### The metal 1 layer

Supply wires on this layer in grey.
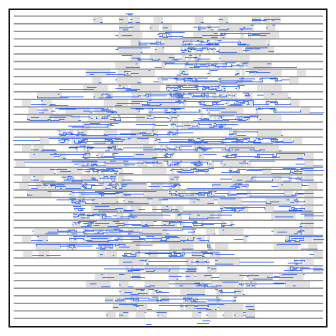
### Clock wires, drivers and flops

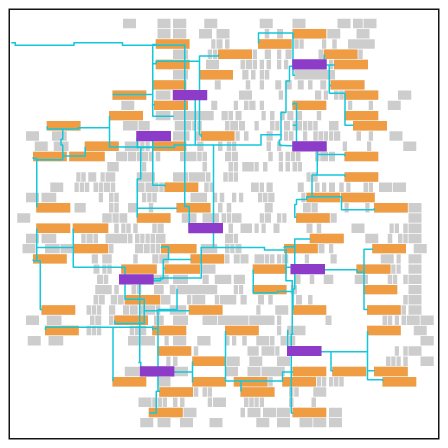
### Clock nets

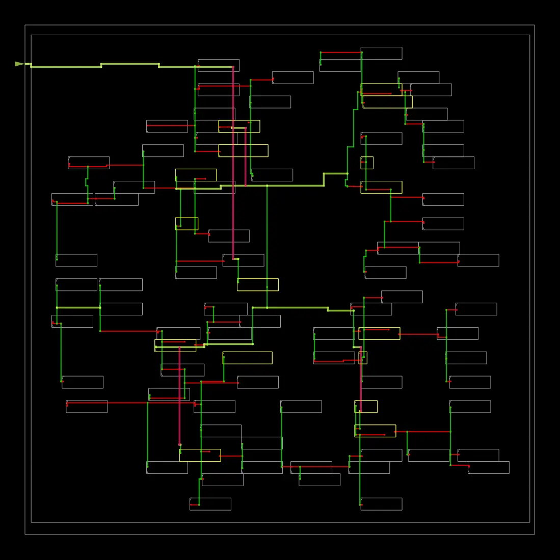
### Placement by cell class

Scale bar: 20 um.
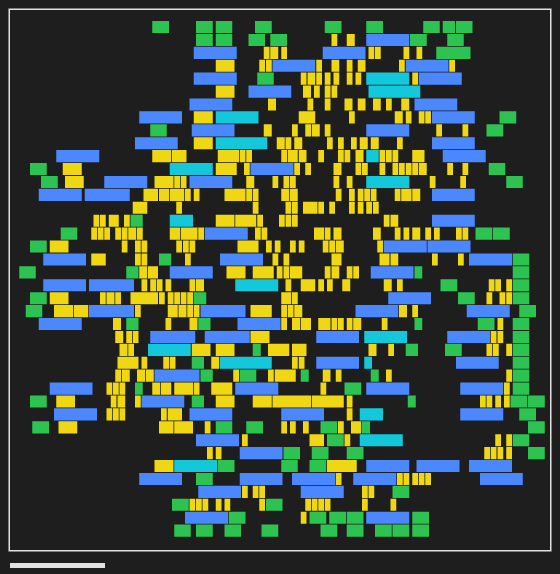
### Cells by drive strength

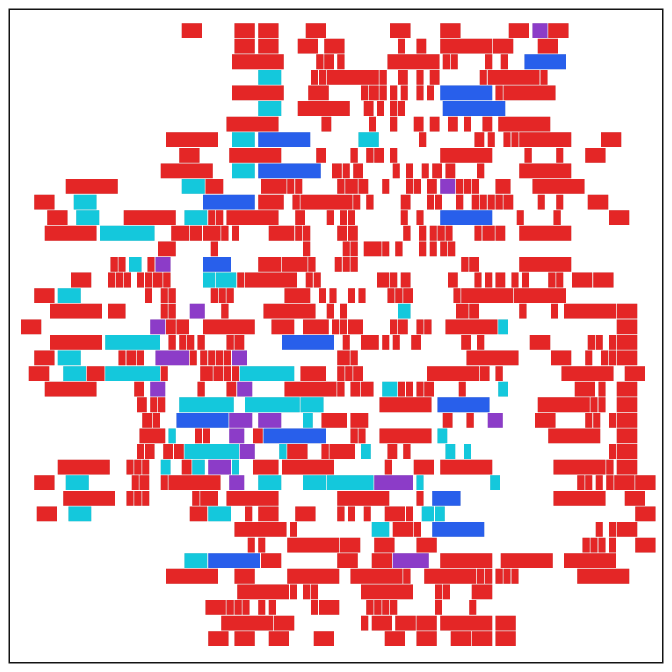
<file path="config.mk">
export PLATFORM = sky130hd
export DESIGN_NAME = wave_recorder
export DESIGN_NICKNAME = d
export VERILOG_FILES = /design/src/rtl/wave_recorder_pkg.sv /design/src/rtl/wave_recorder_offset_ctr.sv /design/src/rtl/wave_recorder.sv
export SDC_FILE = /design/constraint.sdc
export NUM_CORES = 1
export LEC_CHECK = 0
export ABC_AREA = 1
export CELL_PAD_IN_SITES_DETAIL_PLACEMENT = 0
export CELL_PAD_IN_SITES_GLOBAL_PLACEMENT = 1
export CORE_MARGIN = 1
export CORE_UTILIZATION = 30
export DETAILED_ROUTE_END_ITERATION = 10
export GPL_TIMING_DRIVEN = 0
export PLACE_DENSITY = 0.72
export SYNTH_ARGS = -nofsm -noshare
export SYNTH_HDL_FRONTEND = slang
export SYNTH_HIERARCHICAL = 1
export SYNTH_SLANG_ARGS = --single-unit
</file>
<file path="constraint.sdc">
create_clock -name clk -period 2.2 [get_ports clk]
set_clock_uncertainty 0.05 [all_clocks]
set_input_delay 0.33 -clock clk [delete_from_list [all_inputs] [get_ports clk]]
set_output_delay 0.33 -clock clk [all_outputs]
set_load 0.02 [all_outputs]
</file>
<file path="src/rtl/wave_recorder_pkg.sv">
// Shared widths and state encodings for the wave memory capture/playback path.
package wave_recorder_pkg;

  localparam int unsigned ADDR_SIZE  = 16;
  localparam int unsigned RESET_SIZE = 10;
  localparam int unsigned DATA_SIZE  = 16;

  typedef enum logic {
    ST_IDLE = 1'b0,
    ST_REC  = 1'b1
  } rec_state_e;

endpackage

</file>
<file path="src/rtl/wave_recorder_offset_ctr.sv">
// Window offset counter: clears to zero, steps on each accepted sample and
// flags when the current offset equals the last offset of the window.
module wave_recorder_offset_ctr #(
  parameter int unsigned width = 10
) (
  input  logic             clk,
  input  logic             reset_n,
  input  logic             clear,
  input  logic             inc,
  input  logic [width-1:0] last,
  output logic [width-1:0] offset,
  output logic             last_hit_c
);

  logic [width-1:0] offset_q;
  logic [width-1:0] offset_d;

  // The increment cannot overflow because it is never requested at last.
  always_comb begin
    offset_d = offset_q;
    if (clear) begin
      offset_d = '0;
    end else if (inc) begin
      offset_d = offset_q + width'(1);
    end
  end

  always_ff @(posedge clk or negedge reset_n) begin
    if (!reset_n) begin
      offset_q <= '0;
    end else begin
      offset_q <= offset_d;
    end
  end

  assign offset     = offset_q;
  assign last_hit_c = (offset_q == last);

endmodule

</file>
<file path="src/rtl/wave_recorder.sv">
// Wave memory write side: streams accepted samples into beg_addr..beg_addr+reset_val,
// one capture per start, with a done pulse on the final RAM write.
module wave_recorder
  import wave_recorder_pkg::*;
#(
  parameter int unsigned addr_size  = ADDR_SIZE,
  parameter int unsigned reset_size = RESET_SIZE,
  parameter int unsigned data_size  = DATA_SIZE
) (
  input  logic                  clk,
  input  logic                  reset_n,
  input  logic                  enable,
  input  logic                  start,
  input  logic [addr_size-1:0]  beg_addr,
  input  logic [reset_size-1:0] reset_val,
  input  logic [data_size-1:0]  sample_in,
  input  logic                  sample_valid,
  output logic                  sample_ready,
  output logic                  wr_en,
  output logic [addr_size-1:0]  wr_addr,
  output logic [data_size-1:0]  wr_data,
  output logic                  busy,
  output logic                  done
);

  rec_state_e            state_q, state_d;
  logic [addr_size-1:0]  base_q, base_d;
  logic [reset_size-1:0] last_q, last_d;
  logic                  wr_en_q, wr_en_d;
  logic [addr_size-1:0]  wr_addr_q, wr_addr_d;
  logic [data_size-1:0]  wr_data_q, wr_data_d;
  logic                  busy_q, busy_d;
  logic                  done_q, done_d;

  logic                  ready_c;
  logic                  accept_c;
  logic                  start_ok_c;
  logic                  abort_c;
  logic                  ctr_clear_c;
  logic                  ctr_inc_c;
  logic                  last_hit_c;
  logic [reset_size-1:0] offset;

  // Ready depends only on state and enable, never on sample_valid.
  assign ready_c      = (state_q == ST_REC) && enable;
  assign accept_c     = ready_c && sample_valid;
  assign start_ok_c   = (state_q == ST_IDLE) && start && enable;
  assign abort_c      = (state_q == ST_REC) && !enable;
  assign ctr_clear_c  = start_ok_c || abort_c || (accept_c && last_hit_c);
  assign ctr_inc_c    = accept_c && !last_hit_c;
  assign sample_ready = ready_c;

  wave_recorder_offset_ctr #(
    .width(reset_size)
  ) u_offset_ctr (
    .clk       (clk),
    .reset_n   (reset_n),
    .clear     (ctr_clear_c),
    .inc       (ctr_inc_c),
    .last      (last_q),
    .offset    (offset),
    .last_hit_c(last_hit_c)
  );

  always_comb begin
    state_d   = state_q;
    base_d    = base_q;
    last_d    = last_q;
    busy_d    = busy_q;
    done_d    = 1'b0;
    wr_en_d   = accept_c;
    wr_addr_d = wr_addr_q;
    wr_data_d = wr_data_q;

    if (accept_c) begin
      wr_addr_d = base_q + addr_size'(offset);
      wr_data_d = sample_in;
    end

    unique case (state_q)
      ST_IDLE: begin
        if (start_ok_c) begin
          state_d = ST_REC;
          base_d  = beg_addr;
          last_d  = reset_val;
          busy_d  = 1'b1;
        end
      end
      ST_REC: begin
        if (!enable) begin
          state_d = ST_IDLE;
          busy_d  = 1'b0;
        end else if (accept_c && last_hit_c) begin
          state_d = ST_IDLE;
          busy_d  = 1'b0;
          done_d  = 1'b1;
        end
      end
      default: state_d = ST_IDLE;
    endcase
  end

  always_ff @(posedge clk or negedge reset_n) begin
    if (!reset_n) begin
      state_q   <= ST_IDLE;
      base_q    <= '0;
      last_q    <= '0;
      wr_en_q   <= 1'b0;
      wr_addr_q <= '0;
      wr_data_q <= '0;
      busy_q    <= 1'b0;
      done_q    <= 1'b0;
    end else begin
      state_q   <= state_d;
      base_q    <= base_d;
      last_q    <= last_d;
      wr_en_q   <= wr_en_d;
      wr_addr_q <= wr_addr_d;
      wr_data_q <= wr_data_d;
      busy_q    <= busy_d;
      done_q    <= done_d;
    end
  end

  assign wr_en   = wr_en_q;
  assign wr_addr = wr_addr_q;
  assign wr_data = wr_data_q;
  assign busy    = busy_q;
  assign done    = done_q;

endmodule

</file>
==> notes.md <==
Observations from the implementation run.

GRT:
- The run puts the via count of the first global-routing pass at 3,116.
- met3 track demand over resource after global routing is 3.19%.
- The run puts the global-route wire length before repair at 15,200 um.

Run status:
- The flow ran to the end, and the final reports show no timing, DRC or antenna violations.

Yosys:
- The run puts the post-synthesis area per instance at 8.18 um^2.
- The run gives the synthesized area as ~3700 um^2.
- The synthesis stats list as the most numerous cell sky130_fd_sc_hd__nand2_1.
- The run puts the total number of yosys warnings at 6.
- The run puts the simple-gate area share of the yosys netlist at 28.8%.
- The run gives the fraction of synthesis flops using an asynchronous set or reset pin as 100%.
- The run gives the xor and xnor fraction of the mapped netlist area as 2.57%.

Clock network:
- The run gives the count of instances resized after the clock tree is built as 11.
- The cell sitting at the root of the clock tree is a sky130_fd_sc_hd__clkbuf_16.

Cells and area:
- The run gives the number of standard cells in the layout, taps in and fillers out as 735.
- The run gives the multi-input combinational cell area as 1740 um^2.

Route:
- The run puts the total routed wirelength at 9080 um.

Place:
- The count of buffers added on input and output ports is 82.

Pwr:
- Combinational cells account for ~28% of the total power.
- The run gives the cell-internal power as 3460 uW.
- The run gives the maximum vdd drop as 0.361 mV.

Min path:
- The run puts the hold-critical path depth at 2.

Worst setup path:
- The run gives the capturing element of the worst setup path as u_offset_ctr/offset[3].

Timing:
- The run gives the final critical path time including I/O delays and setup as 2.19 ns.
-- 'The metal 1 layer' (at the start) --
longest straight run = 33.6 um
nets with wire on the layer = 546
main direction = horizontal
wire length on this layer = 4,030 um
share of all routed wire = 44%

-- 'Clock wires, drivers and flops' (at the start) --
flip-flops -> orange  # count 72
clock drivers -> purple  # count 9
clock wires -> cyan  # length 1,070 um
flops lie = spread over the die
routed clock nets = 10

-- 'Clock nets' (at the start) --
Inserted Clock Buffers: 9
final sequential cell count: 72
P_clk: 1720 uW
later-pin clock latency in the skew report: 0.34 ns
clock sink count: 72

-- 'Placement by cell class' (at the start) --
clock drivers and dummy loads -> cyan  # cells 16, share of their area 7.0%
remaining buffers and delay cells -> green  # cells 102, share of their area 19%
combinational and other logic -> yellow  # cells 377, share of their area 38%
sequential cells -> blue  # cells 72, share of their area 36%
final cell utilization of the core: 43.5%
flop share of the area: 34.3%
placeable core region: 12,100 um^2
final standard cell area without fillers: 5270 um^2
std cell rows: 40

-- 'Cells by drive strength' (at the start) --
_2 cells -> cyan  # cells 49, most used mux2_2
_0 and _1 cells -> red  # cells 485, most used nand2_1
_3 and _4 cells -> purple  # cells 18, most used buf_4
_6 and larger -> blue  # cells 15, most used clkbuf_16
fin worst setup slack: 0.0102 ns
Area Overhead vs Synth: 40.7%
count of buffers not belonging to the clock network in the layout: 102

-- critical path: stages (launching register included) --
cell and delay [ns]:
sky130_fd_sc_hd__dfrtp_2 0.43, sky130_fd_sc_hd__xor2_1 0.16, sky130_fd_sc_hd__nor2_1 0.15, sky130_fd_sc_hd__nand3_1 0.10
sky130_fd_sc_hd__nor2_2 0.17, sky130_fd_sc_hd__inv_2 0.07, sky130_fd_sc_hd__o21ai_2 0.13, sky130_fd_sc_hd__a21boi_4 0.25
sky130_fd_sc_hd__nor2_4 0.09, sky130_fd_sc_hd__nor2_4 0.16, sky130_fd_sc_hd__buf_4 0.14, sky130_fd_sc_hd__o21ai_1 0.05
sky130_fd_sc_hd__a21oi_1 0.15
-- flip-flops by register name (all words and copies together) (netlist names) --
name,count
u_offset_ctr/offset,10
done,1
wr_addr,16
busy,1
last_q,10
base_q,16
state_q,1
wr_data,16
wr_en,1
-- power by group through the flow --
stage                     sequential, uW  clock (uW)  combinational (uW)
final                               1800        1720                1380
after global routing                1840        1850                1520
after CTS                           1800        1770                1380
after detailed placement            1830           0                1370
after global placement              1810           0                1350
after floorplan                     2030           0                 511
-- per-layer routing --
metal	part of all wire, %	vias to the layer above
li1	-	1642
met1	44	1511
met2	50	63
met3	4.1	8
met4	1.0	0
met5	0	-
-- final cells by class --
class                   instances  share of cell area [%]
multi-input cells             325                    33.0
clock inverters                 5                    1.95
clock buffers                  11                    4.79
inverters                      52                    3.70
repair buffers                 93                    17.4
flip-flops and latches         72                    34.3
well taps                     168                    3.99
plain buffers                   9                   0.902
-- cells by family after synthesis --
family,count (synthesis)
compound gates,28
xor+xnor,11
fa+ha+maj,12
buf+inv,61
flops,72
mux,20
simple gates,254
Power figures rest on the tool's default switching activity, not on a simulated workload.
